===== src/rtl/fifo_rd_ctrl_if.sv =====
// Read-side bus of the async FIFO: pop request, synced write pointer, status.
// Latency: none, this is wiring only.
// Backpressure: rd_en is qualified by empty inside the controller.
interface fifo_rd_ctrl_if #(
    parameter int ADDR_W = 4
);
    logic              rd_en;
    logic [ADDR_W:0]   wptr_gray_sync;
    logic              underflow_clr;
    logic [ADDR_W-1:0] rd_addr;
    logic              rd_valid;
    logic [ADDR_W:0]   rptr_gray;
    logic              empty;
    logic              almost_empty;
    logic [ADDR_W:0]   rd_level;
    logic              underflow;

    // Consumer side: issues reads, observes status.
    modport master (
        output rd_en, wptr_gray_sync, underflow_clr,
        input  rd_addr, rd_valid, rptr_gray, empty, almost_empty, rd_level, underflow
    );

    // Controller side.
    modport slave (
        input  rd_en, wptr_gray_sync, underflow_clr,
        output rd_addr, rd_valid, rptr_gray, empty, almost_empty, rd_level, underflow
    );
endinterface


===== src/rtl/fifo_rd_ctrl.sv =====
// Read pointer controller of the async FIFO, entirely in the read clock domain.
// Latency: pointer and status update at the same edge; read data valid 1 cycle after a fire.
// Backpressure: reads while empty are dropped and flagged as a sticky underflow.
module fifo_rd_ctrl #(
    parameter int ADDR_W    = 4,
    parameter int AE_THRESH = 2
) (
    input  logic          clk,
    input  logic          rst,
    fifo_rd_ctrl_if.slave bus
);
    localparam int PW = ADDR_W + 1;
    localparam logic [PW-1:0] AE_T = PW'(AE_THRESH);

    logic [PW-1:0] rbin;
    logic [PW-1:0] rgray_q;
    logic          empty_q;
    logic          ae_q;
    logic [PW-1:0] level_q;
    logic          rd_valid_q;
    logic          underflow_q;

    logic          rd_fire;
    logic [PW-1:0] rbin_next;
    logic [PW-1:0] rgray_next;
    logic [PW-1:0] wbin;
    logic [PW-1:0] level_next;

    // Next pointer values; a read only fires against the registered empty flag.
    always_comb begin
        rd_fire    = bus.rd_en & ~empty_q;
        rbin_next  = rbin + {{ADDR_W{1'b0}}, rd_fire};
        rgray_next = (rbin_next >> 1) ^ rbin_next;
    end

    // Decode the synchronized Gray write pointer and compute occupancy after this read.
    always_comb begin
        wbin[PW-1] = bus.wptr_gray_sync[PW-1];
        for (int i = PW - 2; i >= 0; i--) begin
            wbin[i] = wbin[i+1] ^ bus.wptr_gray_sync[i];
        end
        level_next = wbin - rbin_next;
    end

    // Pointer and status registers; empty compares Gray codes so it never sees a torn value.
    always_ff @(posedge clk or posedge rst) begin
        if (rst) begin
            rbin       <= '0;
            rgray_q    <= '0;
            empty_q    <= 1'b1;
            ae_q       <= 1'b1;
            level_q    <= '0;
            rd_valid_q <= 1'b0;
        end else begin
            rbin       <= rbin_next;
            rgray_q    <= rgray_next;
            empty_q    <= (rgray_next == bus.wptr_gray_sync);
            ae_q       <= (level_next <= AE_T);
            level_q    <= level_next;
            rd_valid_q <= rd_fire;
        end
    end

    // Sticky underflow; a new underflow in the same cycle as a clear keeps the flag set.
    always_ff @(posedge clk or posedge rst) begin
        if (rst) begin
            underflow_q <= 1'b0;
        end else if (bus.rd_en && empty_q) begin
            underflow_q <= 1'b1;
        end else if (bus.underflow_clr) begin
            underflow_q <= 1'b0;
        end
    end

    // Outputs come straight from registers; rd_addr has no path from the inputs.
    always_comb begin
        bus.rd_addr      = rbin[ADDR_W-1:0];
        bus.rptr_gray    = rgray_q;
        bus.empty        = empty_q;
        bus.almost_empty = ae_q;
        bus.rd_level     = level_q;
        bus.rd_valid     = rd_valid_q;
        bus.underflow    = underflow_q;
    end
endmodule


===== src/flat_wrapper.sv =====
// flat-port wrapper written by rule: the top's interface ports become plain ports
module fifo_rd_ctrl_flat 
#(
    parameter int ADDR_W    = 4,
    parameter int AE_THRESH = 2
)
  (clk, rst, bus_rd_en, bus_wptr_gray_sync, bus_underflow_clr, bus_rd_addr, bus_rd_valid, bus_rptr_gray, bus_empty, bus_almost_empty, bus_rd_level, bus_underflow);
  fifo_rd_ctrl_if #(.ADDR_W(ADDR_W)) bus_i ();
  input  logic clk;
  input  logic rst;
  input wire logic [$bits(bus_i.rd_en)-1:0] bus_rd_en;
  input wire logic [$bits(bus_i.wptr_gray_sync)-1:0] bus_wptr_gray_sync;
  input wire logic [$bits(bus_i.underflow_clr)-1:0] bus_underflow_clr;
  output wire logic [$bits(bus_i.rd_addr)-1:0] bus_rd_addr;
  output wire logic [$bits(bus_i.rd_valid)-1:0] bus_rd_valid;
  output wire logic [$bits(bus_i.rptr_gray)-1:0] bus_rptr_gray;
  output wire logic [$bits(bus_i.empty)-1:0] bus_empty;
  output wire logic [$bits(bus_i.almost_empty)-1:0] bus_almost_empty;
  output wire logic [$bits(bus_i.rd_level)-1:0] bus_rd_level;
  output wire logic [$bits(bus_i.underflow)-1:0] bus_underflow;
  assign bus_i.rd_en = bus_rd_en;
  assign bus_i.wptr_gray_sync = bus_wptr_gray_sync;
  assign bus_i.underflow_clr = bus_underflow_clr;
  assign bus_rd_addr = bus_i.rd_addr;
  assign bus_rd_valid = bus_i.rd_valid;
  assign bus_rptr_gray = bus_i.rptr_gray;
  assign bus_empty = bus_i.empty;
  assign bus_almost_empty = bus_i.almost_empty;
  assign bus_rd_level = bus_i.rd_level;
  assign bus_underflow = bus_i.underflow;
  fifo_rd_ctrl #(.ADDR_W(ADDR_W), .AE_THRESH(AE_THRESH)) u_core (.clk(clk), .rst(rst), .bus(bus_i));
endmodule

===== config.mk =====
export PLATFORM = sky130hd
export DESIGN_NAME = fifo_rd_ctrl_flat
export DESIGN_NICKNAME = d
export VERILOG_FILES = /design/src/rtl/fifo_rd_ctrl_if.sv /design/src/rtl/fifo_rd_ctrl.sv /design/src/flat_wrapper.sv
export SDC_FILE = /design/constraint.sdc
export NUM_CORES = 1
export LEC_CHECK = 0
export ABC_AREA = 0
export CAP_MARGIN = 10
export CORE_MARGIN = 4
export CORE_UTILIZATION = 45
export CTS_BUF_LIST = sky130_fd_sc_hd__clkbuf_16
export CTS_CLUSTER_SIZE = 28
export DETAILED_ROUTE_END_ITERATION = 10
export PLACE_DENSITY = 0.75
export SYNTH_ARGS = -nofsm -noshare
export SYNTH_HDL_FRONTEND = slang
export SYNTH_SLANG_ARGS = --single-unit

===== constraint.sdc =====
create_clock -name clk -period 2.7 [get_ports clk]
set_input_delay 0.405 -clock clk [delete_from_list [all_inputs] [get_ports clk]]
set_output_delay 0.405 -clock clk [all_outputs]
set_load 0.01 [all_outputs]

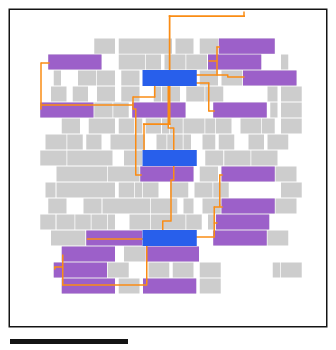
*Clock distribution, run 1*
Bar = 20 um.
Key: purple = flip-flops [count 18]; blue = clock drivers [count 3]; orange = clock wires [length 219 um]
There are 4 routed clock nets.
Clk pwr share: 0.129
clk latency late pin: 250 ps
Clock Power: 290 uW
clk_skew: 3.646 ps

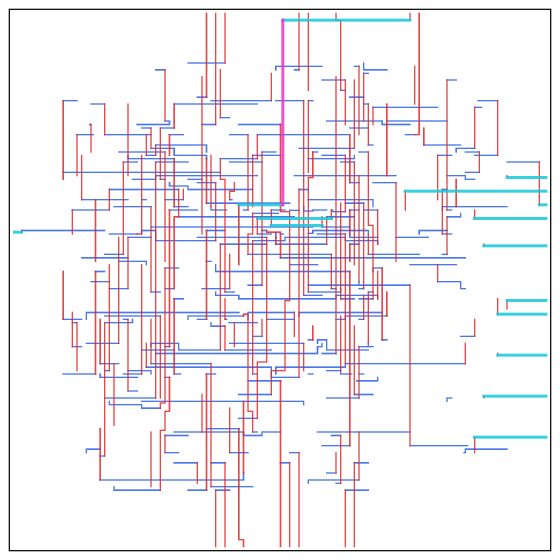
*Metal layers overlaid, run 1*
Key: blue = metal 1 [wire length 838 um]; red = metal 2 [wire length 1060 um]; cyan = metal 3 [wire length 88.7 um]; magenta = metal 4 [wire length 18.4 um]

==> impl_metrics.yaml, run 1 <==
# yosys + openroad results
placed_design:
  dp_slack_ps: -417.2
  placedCellCount: 141
job:
  drv_cap: 0
detailed_routing:
  avgRoutedWirePerCell_um: 13.63
  highest_layer: "met4"
  ant_nets: 0
  drc: 0
floorplanning:
  tap_cells: 27
worst_setup_path:
  critPathKind: "in2reg"
  critPathTopFamily: "AND-OR/OR-AND gates"
  max_stage_delay_ps: 470
  crit_path_max_fanout: 2
layout:
  seq_area_frac: 0.3057
  inverters_excl_clock: 8
  mostFrequentLayoutCell: "clkdlybuf4s50_1"
  logic_gates: 47
logic_synthesis:
  mux_share: 0
  ys.flop_type: "dfrtp_1"
  synthTopCellsByArea: "dfrtp_1 43%, xnor2_1 14%, ha_1 8.0%"
  ys_sh_aoi: 0.06383
  logic_family: "XOR/XNOR gates"
  simple_gate_area_frac: 0.05851
final_timing:
  whs_ps: 530.4
global_route:
  gr-total-overflow: 0
power:
  internal-power_uw: 1412
  powerComb_uw: 1440
  power_leader: "combinational cells"
  seq_cell_power_uw: 516
status:
  status: "finished clean"
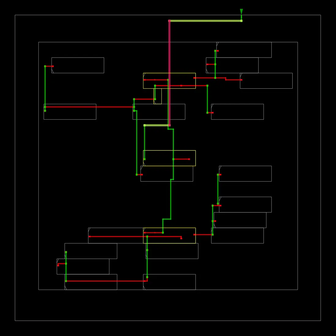
*Clock wiring as the flow saved it, run 1*
CTS buffer count: 3
clk sinks: 18
Clock Buffer Count: 3
flop count: 18

run 1: worst paths after layout:
| check | slack (ps) | cells after the start | startpoint | to |
|---|---|---|---|---|
| hold reg to reg | 530 | 2 | u_core.bus.underflow | u_core.bus.underflow |
| setup / recovery | 150 | 10 | bus_rd_en | u_core.bus.almost_empty |
| hold / removal | 530 | 2 | u_core.bus.underflow | u_core.bus.underflow |
| min in group asynchronous | 560 | 2 | rst | u_core.bus.rptr_gray[3] |
| setup reg to reg | 330 | 9 | u_core.bus.empty | u_core.bus.almost_empty |
| max in group asynchronous | 1710 | 2 | rst | u_core.rbin[0] |
run 1: timing repair:
action                     in CTS  in global routing
gates resized                   3                  8
buffers inserted                1                  1
setup endpoints to repair       1                  1
gates cloned                    0                  0
hold endpoints to repair        0                  0
pin swaps                       5                  7
--- run 2 (diff from run 1) ---
--- a/config.mk
+++ b/config.mk
@@ -6,6 +6,7 @@
 export NUM_CORES = 1
 export LEC_CHECK = 0
 export ABC_AREA = 0
+export ABC_CLOCK_PERIOD_IN_PS = 2700
 export CAP_MARGIN = 10
 export CORE_MARGIN = 4
 export CORE_UTILIZATION = 45
@@ -13,6 +14,7 @@
 export CTS_CLUSTER_SIZE = 28
 export DETAILED_ROUTE_END_ITERATION = 10
 export PLACE_DENSITY = 0.75
+export SKIP_LAST_GASP = 1
 export SYNTH_ARGS = -nofsm -noshare
 export SYNTH_HDL_FRONTEND = slang
 export SYNTH_SLANG_ARGS = --single-unit
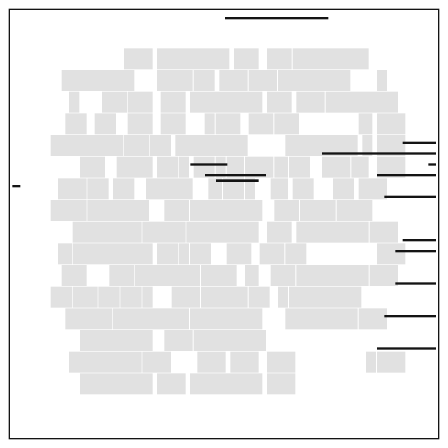
*M3 wires, run 2*
14 nets have wire on it. The layer carries 88.7 um of wire. The longest straight run is 14.0 um.

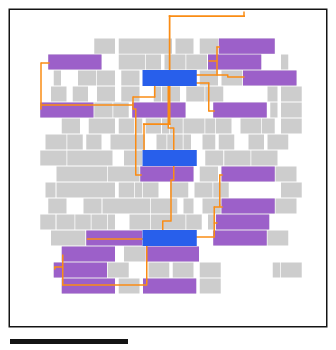
*Clock distribution, run 2*
Bar = 20 um.
Key: orange = clock wires [length 219 um]; blue = clock drivers [count 3]; purple = flip-flops [count 18]
There are 4 routed clock nets.

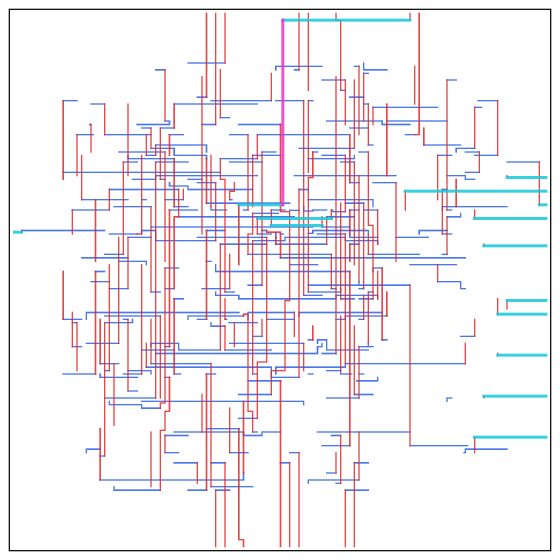
*Metal layers overlaid, run 2*
Key: red = metal 2 [wire length 1060 um]; cyan = metal 3 [wire length 88.7 um]; magenta = metal 4 [wire length 18.4 um]; blue = metal 1 [wire length 838 um]

==> run 2 against run 1 <==
Critical path depth is the same. Combinational power is essentially flat. Global-route usage is the same. Critical endpoint unchanged. Total power is the same. Synthesized area is the same.
==> impl_metrics.yaml, run 2 <==
# yosys + openroad results
min_path:
  holdPathStages: 2
  hold_path_class: "reg2reg"
  hold_end: "u_core.bus.underflow"
  hold_path_startpoint: "u_core.bus.underflow"
global_route:
  gr-total-overflow: 0
worst_setup_path:
  crit_cells: 10
  rr_endpoint: "u_core.bus.almost_empty"
  setup.worst_path.start: "bus_rd_en"
  reg2regPathDepth: 9
  r2r_start: "u_core.bus.empty"
  crit_path_max_fanout: 2
  r2r_slack_ps: 330
  critPathKind: "in2reg"
  path_common_cell: "ha_1"
  critPathTopFamily: "AND-OR/OR-AND gates"
detailed_routing:
  avgRoutedWirePerCell_um: 13.63
  dr_wl_met3_um: 88
  highest_layer: "met4"
  drc: 0
  vias_per_cell: 4.796
  ant_nets: 0
  drt_iter0_markers: 6
logic_synthesis:
  top_area_frac: 0.4255
  ys.flop_type: "dfrtp_1"
  synthTopCellsByArea: "dfrtp_1 43%, xnor2_1 14%, ha_1 8.0%"
  syn_area_per_cell_um2: 12.55
final_timing:
  finClkSkew_ps: 3.646
  whs_ps: 530.4
clock_tree:
  cts_sinks: 18
  cts_resized: 3
  cts_buffers: 3
  clk_latency_ps: 250
job:
  drv_cap: 0
layout:
  mostFrequentLayoutCell: "clkdlybuf4s50_1"
status:
  status: "finished clean"
placed_design:
  dp_slack_ps: -417.2
-- run 2: logic make-up after synthesis --
logic type	Yosys count	share of synthesized area
buf+inv	10	0.04787
simple gates	9	0.05852
compound gates	8	0.06382
fa+ha+maj	7	0.1011
xor+xnor	23	0.2473
flops	18	0.4814
-- run 2: where the power goes --
part | switching, uW | internal (uW)
combinational | 642 | 796
sequential | 95.5 | 420
clock | 93.8 | 197
total | 831 | 1410
-- run 2: area by class of cell --
| class | count | area, um2 |
|---|---|---|
| clock inverter | 1 | 3.754 |
| multi-input combinational | 47 | 498.0 |
| clock buffer | 3 | 75.07 |
| sequential | 18 | 452.9 |
| timing repair buffer | 43 | 387.9 |
| tap | 27 | 33.78 |
| inverter | 8 | 30.03 |
| fill | 130 | 500.5 |
Power and IR drop assume default switching activity.
